### Track usage over the die, run 1

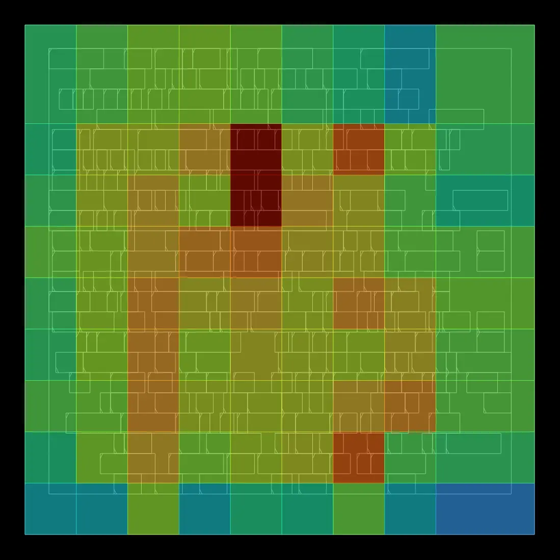
### Pin map, run 1

Scale: 6 px per um. Pins as bars across the die edge, other pins in grey.
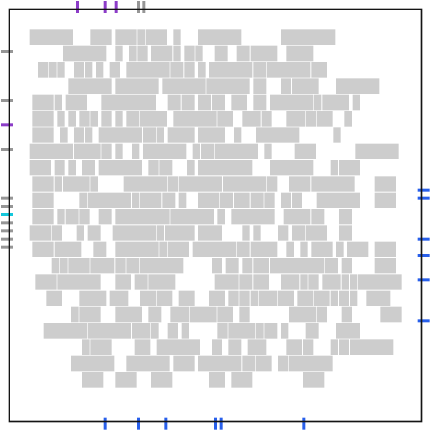
### Signal wires on met1, run 1

Scale: 6 px per um.
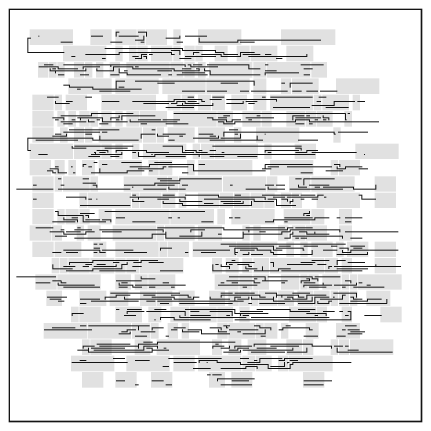
### src/rtl/dot_product_mac_4bit.sv
// Streaming dot-product engine: 4-bit operand pairs in over valid/ready, a Wallace tree
// multiplier per term, and a LEN-term sum held on a valid/ready output until consumed.

module wallace_tree_multiplier_4bit (
    input  logic [3:0] a,
    input  logic [3:0] b,
    output logic [7:0] p
);
    // Returned as {carry, sum}.
    function automatic logic [1:0] ha(input logic x, input logic y);
        return {x & y, x ^ y};
    endfunction

    function automatic logic [1:0] fa(input logic x, input logic y, input logic z);
        return {(x & y) | (x & z) | (y & z), x ^ y ^ z};
    endfunction

    // pp[i][j] carries weight i+j.
    logic [3:0] pp [4];
    logic [1:0] s1_w1, s1_w2, s1_w3, s1_w4;
    logic [1:0] s2_w2, s2_w3, s2_w4, s2_w5;
    logic [7:0] row_x, row_y;

    always_comb begin
        for (int i = 0; i < 4; i++) begin
            pp[i] = a & {4{b[i]}};
        end
    end

    assign s1_w1 = ha(pp[0][1], pp[1][0]);
    assign s1_w2 = fa(pp[0][2], pp[1][1], pp[2][0]);
    assign s1_w3 = fa(pp[0][3], pp[1][2], pp[2][1]);
    assign s1_w4 = ha(pp[1][3], pp[2][2]);

    // Second layer leaves at most two bits per column for the final carry-propagate add.
    assign s2_w2 = ha(s1_w1[1], s1_w2[0]);
    assign s2_w3 = fa(s1_w2[1], s1_w3[0], pp[3][0]);
    assign s2_w4 = fa(s1_w3[1], s1_w4[0], pp[3][1]);
    assign s2_w5 = fa(s1_w4[1], pp[2][3], pp[3][2]);

    assign row_x = {1'b0, pp[3][3], s2_w5[0], s2_w4[0], s2_w3[0], s2_w2[0], s1_w1[0], pp[0][0]};
    assign row_y = {1'b0, s2_w5[1], s2_w4[1], s2_w3[1], s2_w2[1], 3'b000};
    assign p     = row_x + row_y;
endmodule

module dot_product_mac_4bit #(
    parameter int LEN   = 4,
    parameter int ACC_W = 12
) (
    input  logic             clk,
    input  logic             rst,
    input  logic             clr,
    input  logic             in_valid,
    output logic             in_ready,
    input  logic [3:0]       in_a,
    input  logic [3:0]       in_b,
    output logic             out_valid,
    input  logic             out_ready,
    output logic [ACC_W-1:0] out_data,
    output logic             busy
);
    localparam int CNT_W = (LEN > 1) ? $clog2(LEN) : 1;

    typedef enum logic [1:0] {
        ST_ACCUM,
        ST_DRAIN,
        ST_DONE
    } state_t;

    // Handshakes: a transfer happens at a rising edge where valid && ready are both high.
    // in_ready depends only on state (and rst); out_valid only on state.
    state_t           state_q, state_d;
    logic [CNT_W-1:0] count_q, count_d;
    logic [3:0]       s1_a_q, s1_a_d, s1_b_q, s1_b_d;
    logic             s1_valid_q, s1_valid_d, s1_last_q, s1_last_d;
    logic [7:0]       s2_prod_q, s2_prod_d;
    logic             s2_valid_q, s2_valid_d, s2_last_q, s2_last_d;
    logic [ACC_W-1:0] acc_q, acc_d;
    logic [7:0]       mult_p;
    logic             accept;
    logic             last_term;

    wallace_tree_multiplier_4bit u_mult (
        .a (s1_a_q),
        .b (s1_b_q),
        .p (mult_p)
    );

    assign in_ready  = (state_q == ST_ACCUM) && !rst;
    assign accept    = in_valid && in_ready && !clr;
    assign last_term = (count_q == CNT_W'(LEN - 1));
    assign out_valid = (state_q == ST_DONE);
    assign out_data  = acc_q;
    assign busy      = !((state_q == ST_ACCUM) && (count_q == '0) && !s1_valid_q && !s2_valid_q);

    always_comb begin
        state_d    = state_q;
        count_d    = count_q;
        s1_a_d     = s1_a_q;
        s1_b_d     = s1_b_q;
        s1_valid_d = accept;
        s1_last_d  = accept && last_term;
        s2_prod_d  = s2_prod_q;
        s2_valid_d = s1_valid_q;
        s2_last_d  = s1_valid_q && s1_last_q;
        acc_d      = acc_q;

        if (accept) begin
            s1_a_d = in_a;
            s1_b_d = in_b;
        end
        if (s1_valid_q) begin
            s2_prod_d = mult_p;
        end
        // Bubbles leave acc untouched because only valid products are added.
        if (s2_valid_q) begin
            acc_d = acc_q + ACC_W'(s2_prod_q);
        end

        case (state_q)
            ST_ACCUM: begin
                if (accept) begin
                    if (last_term) begin
                        count_d = '0;
                        state_d = ST_DRAIN;
                    end else begin
                        count_d = count_q + CNT_W'(1);
                    end
                end
            end
            ST_DRAIN: begin
                if (s2_valid_q && s2_last_q) begin
                    state_d = ST_DONE;
                end
            end
            ST_DONE: begin
                if (out_ready) begin
                    acc_d   = '0;
                    state_d = ST_ACCUM;
                end
            end
            default: begin
                state_d = ST_ACCUM;
            end
        endcase
    end

    // clr flushes everything rst does, so the two share one path.
    always_ff @(posedge clk) begin
        if (rst || clr) begin
            state_q    <= ST_ACCUM;
            count_q    <= '0;
            s1_a_q     <= '0;
            s1_b_q     <= '0;
            s1_valid_q <= 1'b0;
            s1_last_q  <= 1'b0;
            s2_prod_q  <= '0;
            s2_valid_q <= 1'b0;
            s2_last_q  <= 1'b0;
            acc_q      <= '0;
        end else begin
            state_q    <= state_d;
            count_q    <= count_d;
            s1_a_q     <= s1_a_d;
            s1_b_q     <= s1_b_d;
            s1_valid_q <= s1_valid_d;
            s1_last_q  <= s1_last_d;
            s2_prod_q  <= s2_prod_d;
            s2_valid_q <= s2_valid_d;
            s2_last_q  <= s2_last_d;
            acc_q      <= acc_d;
        end
    end
endmodule

### config.mk
export PLATFORM = sky130hd
export DESIGN_NAME = dot_product_mac_4bit
export DESIGN_NICKNAME = d
export VERILOG_FILES = /design/src/rtl/dot_product_mac_4bit.sv
export SDC_FILE = /design/constraint.sdc
export NUM_CORES = 1
export LEC_CHECK = 0
export CORE_MARGIN = 3
export CORE_UTILIZATION = 55
export CTS_BUF_LIST = sky130_fd_sc_hd__clkbuf_16
export CTS_CLUSTER_DIAMETER = 120
export DETAILED_ROUTE_END_ITERATION = 7
export GPL_TIMING_DRIVEN = 0
export PLACE_DENSITY = 0.83
export SETUP_SLACK_MARGIN = 0.1
export SYNTH_ARGS = -nofsm -noshare
export SYNTH_HDL_FRONTEND = slang
export SYNTH_SLANG_ARGS = --single-unit
### constraint.sdc
create_clock -name clk -period 3.1 [get_ports clk]
set_input_delay 0.465 -clock clk [delete_from_list [all_inputs] [get_ports clk]]
set_output_delay 0.465 -clock clk [all_outputs]
set_load 0.02 [all_outputs]
==> reports/qor.yml, run 1 <==
die:
  initCoreUtil_pct: 57.7
  core_area_mm2: 0.00372
logic_synthesis:
  syn_inst: 243
  edf_count: 0
  yosys_warnings: 0
  yosysSeqAreaShare_pct: 33.6
cts:
  post_cts_buffers: 0
  clock-sinks: 36
  root_buffer: "clkbuf_16"
  clock_latency_ps: 280
  cts.clk_slew.worst_paths_ps: 60
  numCtsBuffers: 5
cells_and_area:
  syn_to_final_growth_pct: 22.1
  diodes: 0
pwr:
  max-vdd-ir-drop_v: 0.000288
timing:
  finalCriticalPeriod_ps: 2650
  rsz0062_at_grt: "no"
  setup_tns_ps: 0
grt:
  grt_first_pass_wirelength_um: 7760
  antenna_found_initial: 0
setup_path:
  r2r_cells: 9
  worstSetupStartpoint: "s1_b_q[2]"
  r2r-end: "s2_prod_q[5]"
  endpoint: "s2_prod_q[5]"
  path_class: "reg2reg"
detailed_routing:
  vias_per_cell: 5.51
  drt_iter0_drc: 106
placed_design:
  portBuffers: 27
run:
  drv_cap: 0
run_status:
  outcome: "finished clean"
Back to the opening pictures, 'Track usage over the die':
Top Usage Layer GRT: met2
final core occ: 70.5%
routed len/inst: 14.4 um
M1 GR Usage: 29.7%

Back to the opening pictures, 'Pin map':
Key: blue = out_data [pins 12, direction output, edge 6 bottom, 6 right]; purple = in_b [pins 4, direction input, edge 3 top, 1 left]; cyan = clr [pins 1, direction input, edge left]
All pins by edge: 11 left, 6 bottom, 6 right, 5 top.

Back to the opening pictures, 'Signal wires on met1':
The layer holds 49% of the routed length. 292 nets have wire on it.

## run 1: through the flow
step           instance area, um2  hold slack [ps]
2_1_floorplan                2140              437
3_3_place_gp                 2470              455
3_5_place_dp                 2470              455
4_1_cts                      2620              479
5_1_grt                      2620              499
6_report                     2620              473
## run 1: routing by layer
layer  GRT usage, %  vias to the layer above  part of all wire [%]
met4           5.21                        0                   1.0
li1               -                      915                     -
met1           29.7                      848                    49
met2           35.6                       26                    46
met5              0                        -                     0
met3           6.24                        7                   3.5
## run 1: logic make-up (layout without fill, tap and decap cells)
group	Yosys count	after routing	synth area share (%)
compound gates	51	51	15.6
xor+xnor	3	3	1.23
fa+ha+maj	24	24	16.5
buf+inv	18	53	3.50
flops	36	36	33.6
mux	10	10	4.73
simple gates	101	101	24.9
## run 1: flip-flops by register name, indices dropped and copies added, names as in the netlist, 2 cells and up
signal     cells
count_q        2
s2_prod_q      8
out_data      12
state_q        2
s1_b_q         4
s1_a_q         4
## run 1: final cells by class
type / instances / area (um2)
Multi-Input combinational cell: 189 / 1350
Fill cell: 298 / 1100
Sequential cell: 36 / 721
Timing Repair Buffer: 27 / 270
Clock buffer: 5 / 125
Tap cell: 48 / 60.1
Buffer: 8 / 37.5
Inverter: 10 / 37.5
Clock inverter: 3 / 18.8
## run 1: worst max-delay path, stage by stage, from the launching register on
cell and delay [ps]:
dfxtp_1 420, and2_1 180, fa_1 440, fa_1 520, ha_1 170, inv_1 60, fa_1 400, xnor2_1 140
mux2i_1 140, nor2_1 50
## run 1: layout by cell type, fill, tap and decap left out, types with 5 or more instances in the layout
cell type        netlist  final
dfxtp_1               36     36
nand2_1               27     27
clkdlybuf4s50_1        0     27
a21oi_1               20     20
and2_1                17     17
nor2_1                17     17
ha_1                  17     17
inv_1                 10     10
mux2i_1                9      9
nand3_1                8      8
fa_1                   7      7
a21o_1                 6      6
clkbuf_1               5      5
and3_1                 5      5
o21ai_0                5      5
clkbuf_16              0      5
## run 1: how the worst min path moves through the flow
stage | from | endpoint | slack (ps) | cells after the start
2_1_floorplan | s1_last_q | s2_last_q | 440 | 1
3_3_place_gp | out_data[11] | out_data[11] | 450 | 2
3_5_place_dp | s1_last_q | s2_last_q | 460 | 1
4_1_cts | out_data[11] | out_data[11] | 480 | 2
5_1_grt | s1_last_q | s2_last_q | 500 | 1
6_report | s1_last_q | s2_last_q | 470 | 1
## run 1: synth_stat cells, drive strengths merged (2+ instances only)
master   n  area, um2
a2111o   2       22.5
a211o    3       26.3
a211oi   3       22.5
a21o     6       45.0
a21oi   20        100
and2    17        106
and3     5       31.3
buf      3       18.8
clkbuf   5       18.8
dfxtp   36        721
fa       7        140
ha      17        213
inv     10       37.5
mux2i    9       90.1
nand2   27        101
nand2b   4       32.5
nand3    8       40.0
nand4    2       12.5
nor2    18       75.1
nor2b    4       25.0
nor3     4       20.0
nor3b    4       30.0
o211ai   2       15.0
o21a     3       22.5
o21ai    6       30.0
or3      3       18.8
xnor2    3       26.3
## run 1: power by group
part | internal [mW] | leakage, nW | total [mW] | switching (mW)
sequential | 0.468 | 0.291 | 0.475 | 0.00644
combinational | 0.0308 | 0.768 | 0.0648 | 0.0339
clock | 0.296 | 0.0736 | 0.496 | 0.200
==> run 1 -> run 2 <==
CAP_MARGIN = 20   (was unset)
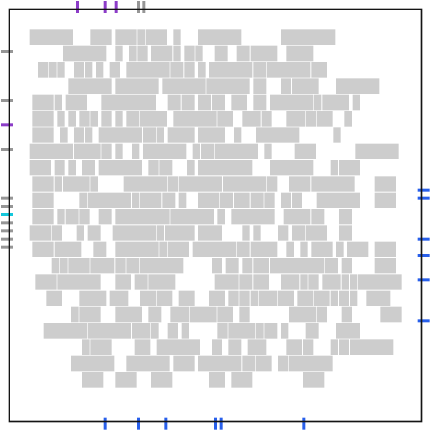
*Pin map, run 2*
Scale: 6 px per um. Pins as bars across the die edge, other pins in grey.
Key: cyan = clr [pins 1, direction input, edge left]; purple = in_b [pins 4, direction input, edge 3 top, 1 left]; blue = out_data [pins 12, direction output, edge 6 bottom, 6 right]
PortBufs: 27
Horiz. Die Dim: 68.4 um
chip height: 68.4 um

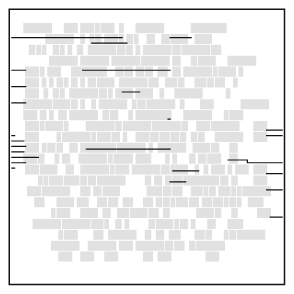
*M3 wires, run 2*
Scale: 4 px per um.
The wires run mostly horizontal. 20 nets have wire on it.

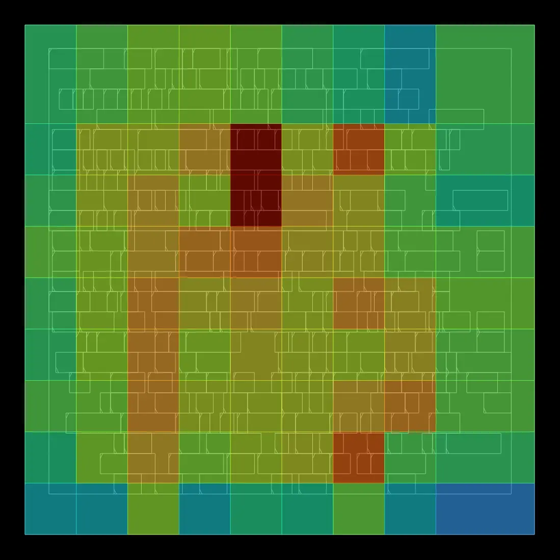
*Track usage over the die, run 2*
GRT Util Overall: 22.4%
M3 GR Usage: 6.24%
GR Util met2: 35.6%

==> run 2 against run 1 <==
Area after synthesis stayed put. Sequential power hardly changed. First-iteration DRC count stayed put. Register-to-register slack hardly changed. Via count stayed put. Wire length stayed put. Core utilization stayed put. Clock skew stayed put. Global-route usage stayed put. Largest power group unchanged.
==> reports/qor.yml, run 2 <==
grt:
  grt_first_pass_wirelength_um: 7760  # unchanged
pwr:
  power.switching_mw: 0.240  # unchanged
  intPower_mw: 0.795  # unchanged
  max-vdd-ir-drop_v: 0.000288  # unchanged
  p_sw_share_pct: 23.2  # unchanged
  clock_power_share_pct: 47.9  # about the same
  power_frac_seq_pct: 45.9  # about the same
cells_and_area:
  mostFrequentLayoutCell: "dfxtp_1"
  largest_reg_flops: 12  # unchanged
  mostFrequentLayoutCells: "dfxtp_1 (36), nand2_1 (27), clkdlybuf4s50_1 (27)"
run_status:
  outcome: "finished clean"
logic_synthesis:
  top_cells_by_area: "dfxtp_1 (34%), ha_1 (9.9%), fa_1 (6.5%)"
  synth_dominant_cell_count: "dfxtp_1"
  edf_count: 0  # unchanged
  netlist.area_leader.share_pct: 33.6  # unchanged
  yosysSeqAreaShare_pct: 33.6  # unchanged
  yosysTopAreaCell: "dfxtp_1"
die:
  initCoreUtil_pct: 57.7  # unchanged
timing:
  finalCriticalPeriod_ps: 2650  # unchanged
  setup_tns_ps: 0  # unchanged
detailed_routing:
  drt_iter0_drc: 106  # unchanged
  wl_per_cell_um: 14.4  # unchanged
cts:
  root_buffer: "clkbuf_16"
  clock_latency_ps: 280  # about the same
  cts.clk_slew.worst_paths_ps: 60  # about the same
==> run 2: cell counts after synthesis <==
Identical to the previous run, type by type.
==> run 2: per-stage QoR <==
| stage | instance area (um2) | hold WS [ps] | setup slack [ps] | std cells |
|---|---|---|---|---|
| floorplan | 2140 | 437 | 628 | 243 |
| global placement | 2470 | 455 | 499 | 318 |
| detailed placement | 2470 | 455 | 464 | 318 |
| CTS | 2620 | 479 | 454 | 326 |
| global route | 2620 | 499 | 303 | 326 |
| finish | 2620 | 473 | 453 | 326 |
==> run 2: critical path, cell delays in order (launching register included) <==
cell and delay [ps]:
dfxtp_1 420, and2_1 180, fa_1 440, fa_1 520, ha_1 170, inv_1 60, fa_1 400, xnor2_1 140
mux2i_1 140, nor2_1 50
==> run 2: power by group through the flow <==
stage	registers (mW)	clock network (mW)	logic (mW)
2_1_floorplan	0.482	0	0.0346
4_1_cts	0.475	0.503	0.0649
5_1_grt	0.475	0.521	0.0712
6_report	0.475	0.496	0.0648
3_3_place_gp	0.484	0	0.0636
3_5_place_dp	0.485	0	0.0644
==> run 2: layer usage <==
metal | wire [um] | part of all wire (%) | vias to the layer above
li1 | - | - | 915
met1 | 2310 | 49 | 848
met2 | 2170 | 46 | 26
met3 | 163 | 3.5 | 7
met4 | 49 | 1.0 | 0
met5 | 0 | 0 | -
==> run 2: area by class of cell <==
cell class	instances	area share (%)
Multi-Input combinational cell	189	51.5
Sequential cell	36	27.5
Timing Repair Buffer	27	10.3
Clock buffer	5	4.78
Tap cell	48	2.29
Buffer	8	1.43
Inverter	10	1.43
Clock inverter	3	0.717
==> run 2: logic make-up after synthesis <==
logic type               count (synthesis)  share of synthesized area, %
buffers and inverters                   18                          3.50
AND/OR/NAND/NOR                        101                          24.9
AND-OR/OR-AND                           51                          15.6
XOR/XNOR                                 3                          1.23
multiplexers                            10                          4.73
adder cells (fa/ha/maj)                 24                          16.5
flip-flops                              36                          33.6
==> run 2: final timing paths <==
| kind | cells past startpoint | slack, ps | start | end |
|---|---|---|---|---|
| worst max register to register | 9 | 450 | s1_b_q[2] | s2_prod_q[5] |
| worst min register to register | 1 | 470 | s1_last_q | s2_last_q |
| worst max-delay path | 9 | 450 | s1_b_q[2] | s2_prod_q[5] |
| worst min-delay path | 1 | 470 | s1_last_q | s2_last_q |
Power is estimated from default activity; no workload was simulated.
